Design seq_decoder, sky130hd; sources not shown.
sizing.png
Scale bar: 20 microns.
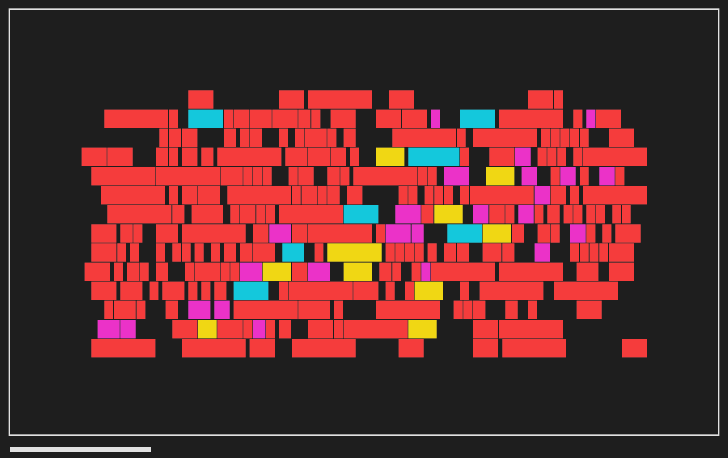
[cyan] x6 and larger | cells: 7 | share: 2.7% | most used: clkbuf_8
[yellow] x3 and x4 | cells: 10 | share: 3.9%
[red] x1 and smaller | cells: 218 | share: 84% | most used: nand2_1
[magenta] x2 | cells: 24 | share: 9.3% | most used: nand2_2
post-route cell area: 2250 sq um
synth-to-layout area growth: 23.7%

closeup.png
Scale bar: 10 microns. Region (30, 0) to (70, 40) microns. Cells in grey, sequential cells in the stronger grey; small squares are vias.
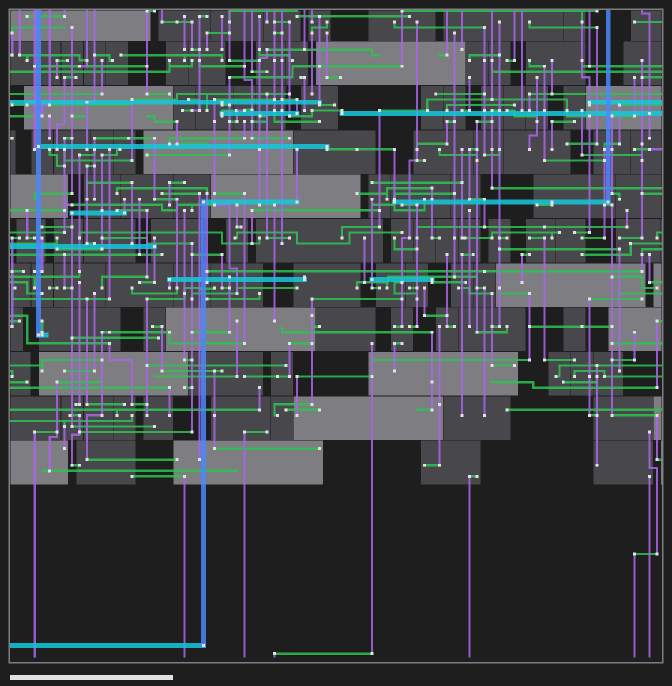
[cyan] M3
[purple] M2
[blue] M4
[green] M1
most frequent: nand2_1 (16), inv_1 (15), dfrtp_1 (12)
cells with their middle in the window: 111
sequential cells in the window: 12

m2.png
Scale bar: 20 microns. Cells faint in the background.
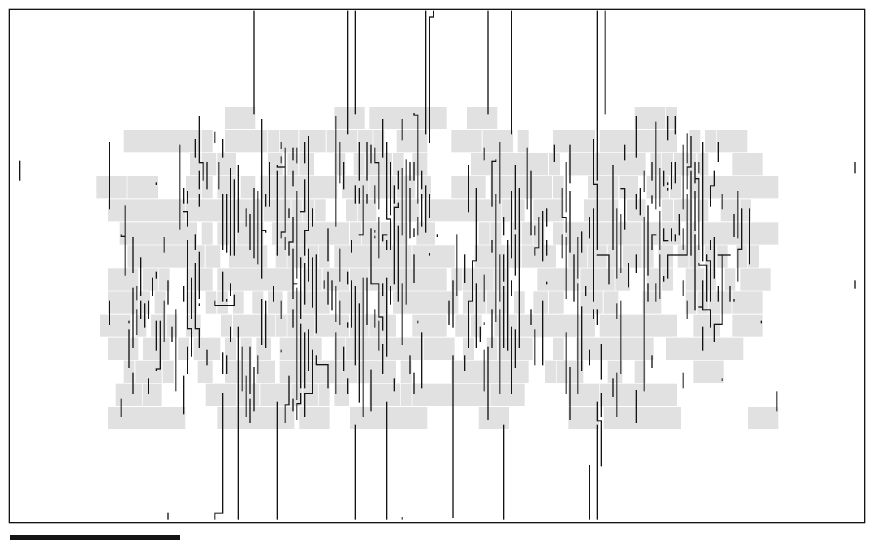
main direction: vertical
nets with wire on the layer: 223
share of all routed wire: 44%
wire length on this layer: 1750 microns
longest straight run: 22.6 microns
fraction of met2 tracks used by global routing: 22.4%
overall routed net length: 3990 microns

m1.png
Scale bar: 20 microns. Supply wires on this layer in grey. Cells faint in the background.
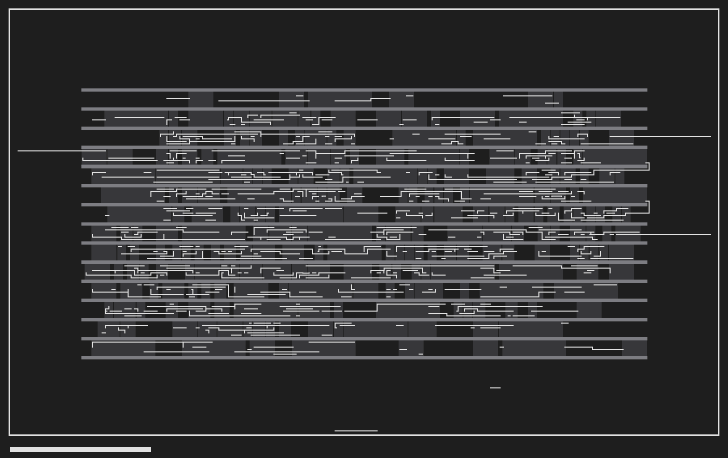
share of all routed wire: 46%
main direction: horizontal
wire length on this layer: 1830 microns
Via Count: 1578
grt met1 use: 17.1%

congestion_map.png
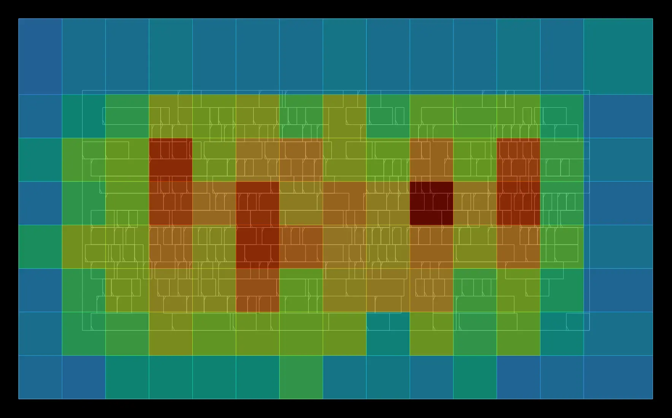
DR WL/cell: 13.4 microns
core utilization of the finished layout: 73.5%

==> Flow_metrics.wiki <==
== Flow metrics ==
{| class="wikitable"
! Metric !! Value
|-
| Post-route non-filler standard cell count || 299
|-
| H-tree depth || 2
|-
| Type of origin of the critical path || input port
|-
| Cell mode on critical path || sky130_fd_sc_hd__nand2_1
|-
| Status || completed
|-
| Largest net degree at the start of global routing || 32
|-
| Root Driver || sky130_fd_sc_hd__clkbuf_8
|-
| Count of instantiated cells in the yosys netlist || 222
|-
| Vias in the first global route || 1486
|-
| Worst Setup Path Type || in2reg
|-
| Highest ir drop seen on vdd || 200 uV
|-
| NumNets Final || 268
|-
| Pre-placement core utilization || 59.4%
|-
| Yosys synthesis chip area || 1820 sq um
|-
| Count of flip-flops with a built-in enable after synthesis || 0
|-
| First DRT Iteration DRCs || 81
|-
| Height of the die || 60.3 microns
|-
| Total of endpoints with negative setup slack in the final report || 0
|-
| Final setup TNS || 0 ns
|-
| Largest family of logic cells by area || simple AND/OR/NAND/NOR gates
|-
| Clock tree from TritonCTS || built
|-
| Avg Vias per Cell || 5.28
|-
| DPL Wire Length || 2980 microns
|-
| # diodes || 0
|-
| CP delay by family, top || simple AND/OR/NAND/NOR gates
|-
| Horizontal die dimension || 101 microns
|-
| Share of layout cells above drive strength 1 || 15.8%
|-
| Worst skew pair latency || 0.29 ns
|-
| Number of pins exceeding their max-slew limit in the final report || 0
|-
| P per Cell Area || 384 nW/um^2
|-
| Critical path fanouts, max || 8
|-
| Setup repair after global routing missed its margin || no
|-
| Clk sinks || 31
|-
| Path depth of the worst reg2reg path || 10
|-
| Count of synthesis-stage warnings from yosys || 0
|-
| Area fraction in compound gates || 5.01%
|-
| Post-synth net total || 232
|-
| Top cells by count, synth || 49 x sky130_fd_sc_hd__nand2_1, 31 x sky130_fd_sc_hd__dfrtp_1, 28 x sky130_fd_sc_hd__inv_1
|-
| Max Clock Freq || 439 MHz
|-
| Number of antenna violations at the first check in global routing || 0
|-
| Synth Register Bits || 31
|-
| Top-count cell post-synth || sky130_fd_sc_hd__nand2_1
|-
| Row Count || 14
|-
| Setup slack of the worst register-to-register path || 1.27 ns
|-
| GRT Util Overall || 14.0%
|-
| Number of buffer and inverter stages on the critical path || 2
|-
| Floorplan core area || 3070 sq um
|-
| Post-synthesis sequential area ratio || 42.6%
|-
| Main flop type || sky130_fd_sc_hd__dfrtp_1
|-
| Total clock buffers created by CTS || 5
|-
| Fin Clk Skew || 0.00438 ns
|-
| Crit path cell chain || clkdlybuf4s50_1 > inv_2 > nand2_1 > nand2_1 > nor2_1 > nand2_1 > nand2_1 > nand2_4 > nor2_8 > nand4_4 > nand3_1 > nand2_1
|-
| Period utilisation layout || 67.4%
|-
| Yosys simple share || 37.2%
|-
| Post-route ant nets || 0
|-
| Largest stage delay on the critical path || 0.58 ns
|-
| Hold Crit Depth || 2
|-
| Clk buf depth || 2
|-
| Total DRC errors in the routed layout || 0
|-
| Area occupied by registers || 776 sq um
|-
| Fraction of registers with async set or reset after synthesis || 100%
|-
| Clock transition at the registers of the reported paths || 0.06 ns
|-
| Number of buffers added on ports || 31
|-
| Cell variety after synth || 27
|-
| Worst-case headroom to the max-slew limit || 58.1%
|-
| Adder and majority gate portion of the synthesized area || 1.37%
|-
| Top cells by area || sky130_fd_sc_hd__dfrtp_1 43%, sky130_fd_sc_hd__nand2_1 10%, sky130_fd_sc_hd__inv_1 5.8%
|-
| CP Data Arrival Time || 2.45 ns
|-
| Placed instance area || 2170 sq um
|-
| Tool warning count || 26
|-
| Number of ports placed on the die boundary || 32
|-
| Total die area || 6070 sq um
|-
| CP max-delay cell || sky130_fd_sc_hd__clkdlybuf4s50_1
|-
| Layout filler cell count || 237
|-
| Static Leak || 1.15 nW
|-
| WP data required || 3.55 ns
|-
| Crit end category || flop
|}
-- cells by family (layout without fill, tap and decap cells) --
family / count (synthesis) / count (layout)
compound gates: 14 / 14
xor+xnor: 12 / 12
simple gates: 127 / 127
fa+ha+maj: 2 / 2
buf+inv: 36 / 73
flops: 31 / 31
-- power breakdown --
group | total, mW | leakage, nW | switching (mW) | internal, mW
clock network | 0.281 | 0.0422 | 0.137 | 0.144
registers | 0.417 | 0.411 | 0.0183 | 0.398
logic | 0.167 | 0.701 | 0.0913 | 0.0758
-- routing by layer --
layer	wire length (microns)	up-vias	global-route usage (%)
met1	1830	742	17.1
met4	78	0	6.00
met2	1750	48	22.4
met5	0	-	0
met3	336	9	4.99
li1	-	779	-
-- final cells by class --
class	count	area share, %
Clock buffer	7	3.39
Clock inverter	1	0.222
Inverter	33	5.77
Multi-Input combinational cell	155	39.9
Sequential cell	31	34.4
Tap cell	40	2.22
Timing Repair Buffer	32	14.1
-- cell usage in the layout, fill, tap and decap left out, types with 6 or more instances in the layout --
master / n
sky130_fd_sc_hd__inv_1: 28
sky130_fd_sc_hd__nand2_1: 49
sky130_fd_sc_hd__xor2_1: 10
sky130_fd_sc_hd__nand3_1: 17
sky130_fd_sc_hd__dfrtp_1: 31
sky130_fd_sc_hd__nand2_2: 6
sky130_fd_sc_hd__clkdlybuf4s50_1: 31
sky130_fd_sc_hd__nand4_1: 14
sky130_fd_sc_hd__nor2_1: 20
-- through the flow --
| step | total power [mW] | worst slack (ns) | utilization (%) | hold slack (ns) |
|---|---|---|---|---|
| floorplan | 0.508 | 1.59 | - | 0.380 |
| global placement | 0.587 | 0.879 | 70.9 | 0.492 |
| detailed placement | 0.592 | 0.844 | 70.9 | 0.492 |
| CTS | 0.872 | 1.14 | 73.5 | 0.506 |
| global route | 0.912 | 0.969 | 73.5 | 0.529 |
| finish | 0.865 | 1.10 | 73.5 | 0.503 |
-- worst reg2reg max path: stages (launching register included) --
cell and delay [ns]:
sky130_fd_sc_hd__dfrtp_1 0.39, sky130_fd_sc_hd__inv_1 0.11, sky130_fd_sc_hd__nand2_1 0.08, sky130_fd_sc_hd__nor2_2 0.50, sky130_fd_sc_hd__nand4_1 0.17, sky130_fd_sc_hd__nand2_1 0.14
sky130_fd_sc_hd__nor2_4 0.06, sky130_fd_sc_hd__nor2_8 0.17, sky130_fd_sc_hd__nand4_4 0.17, sky130_fd_sc_hd__nand3_1 0.13, sky130_fd_sc_hd__nand2_1 0.07
Power is estimated from default activity; no workload was simulated.
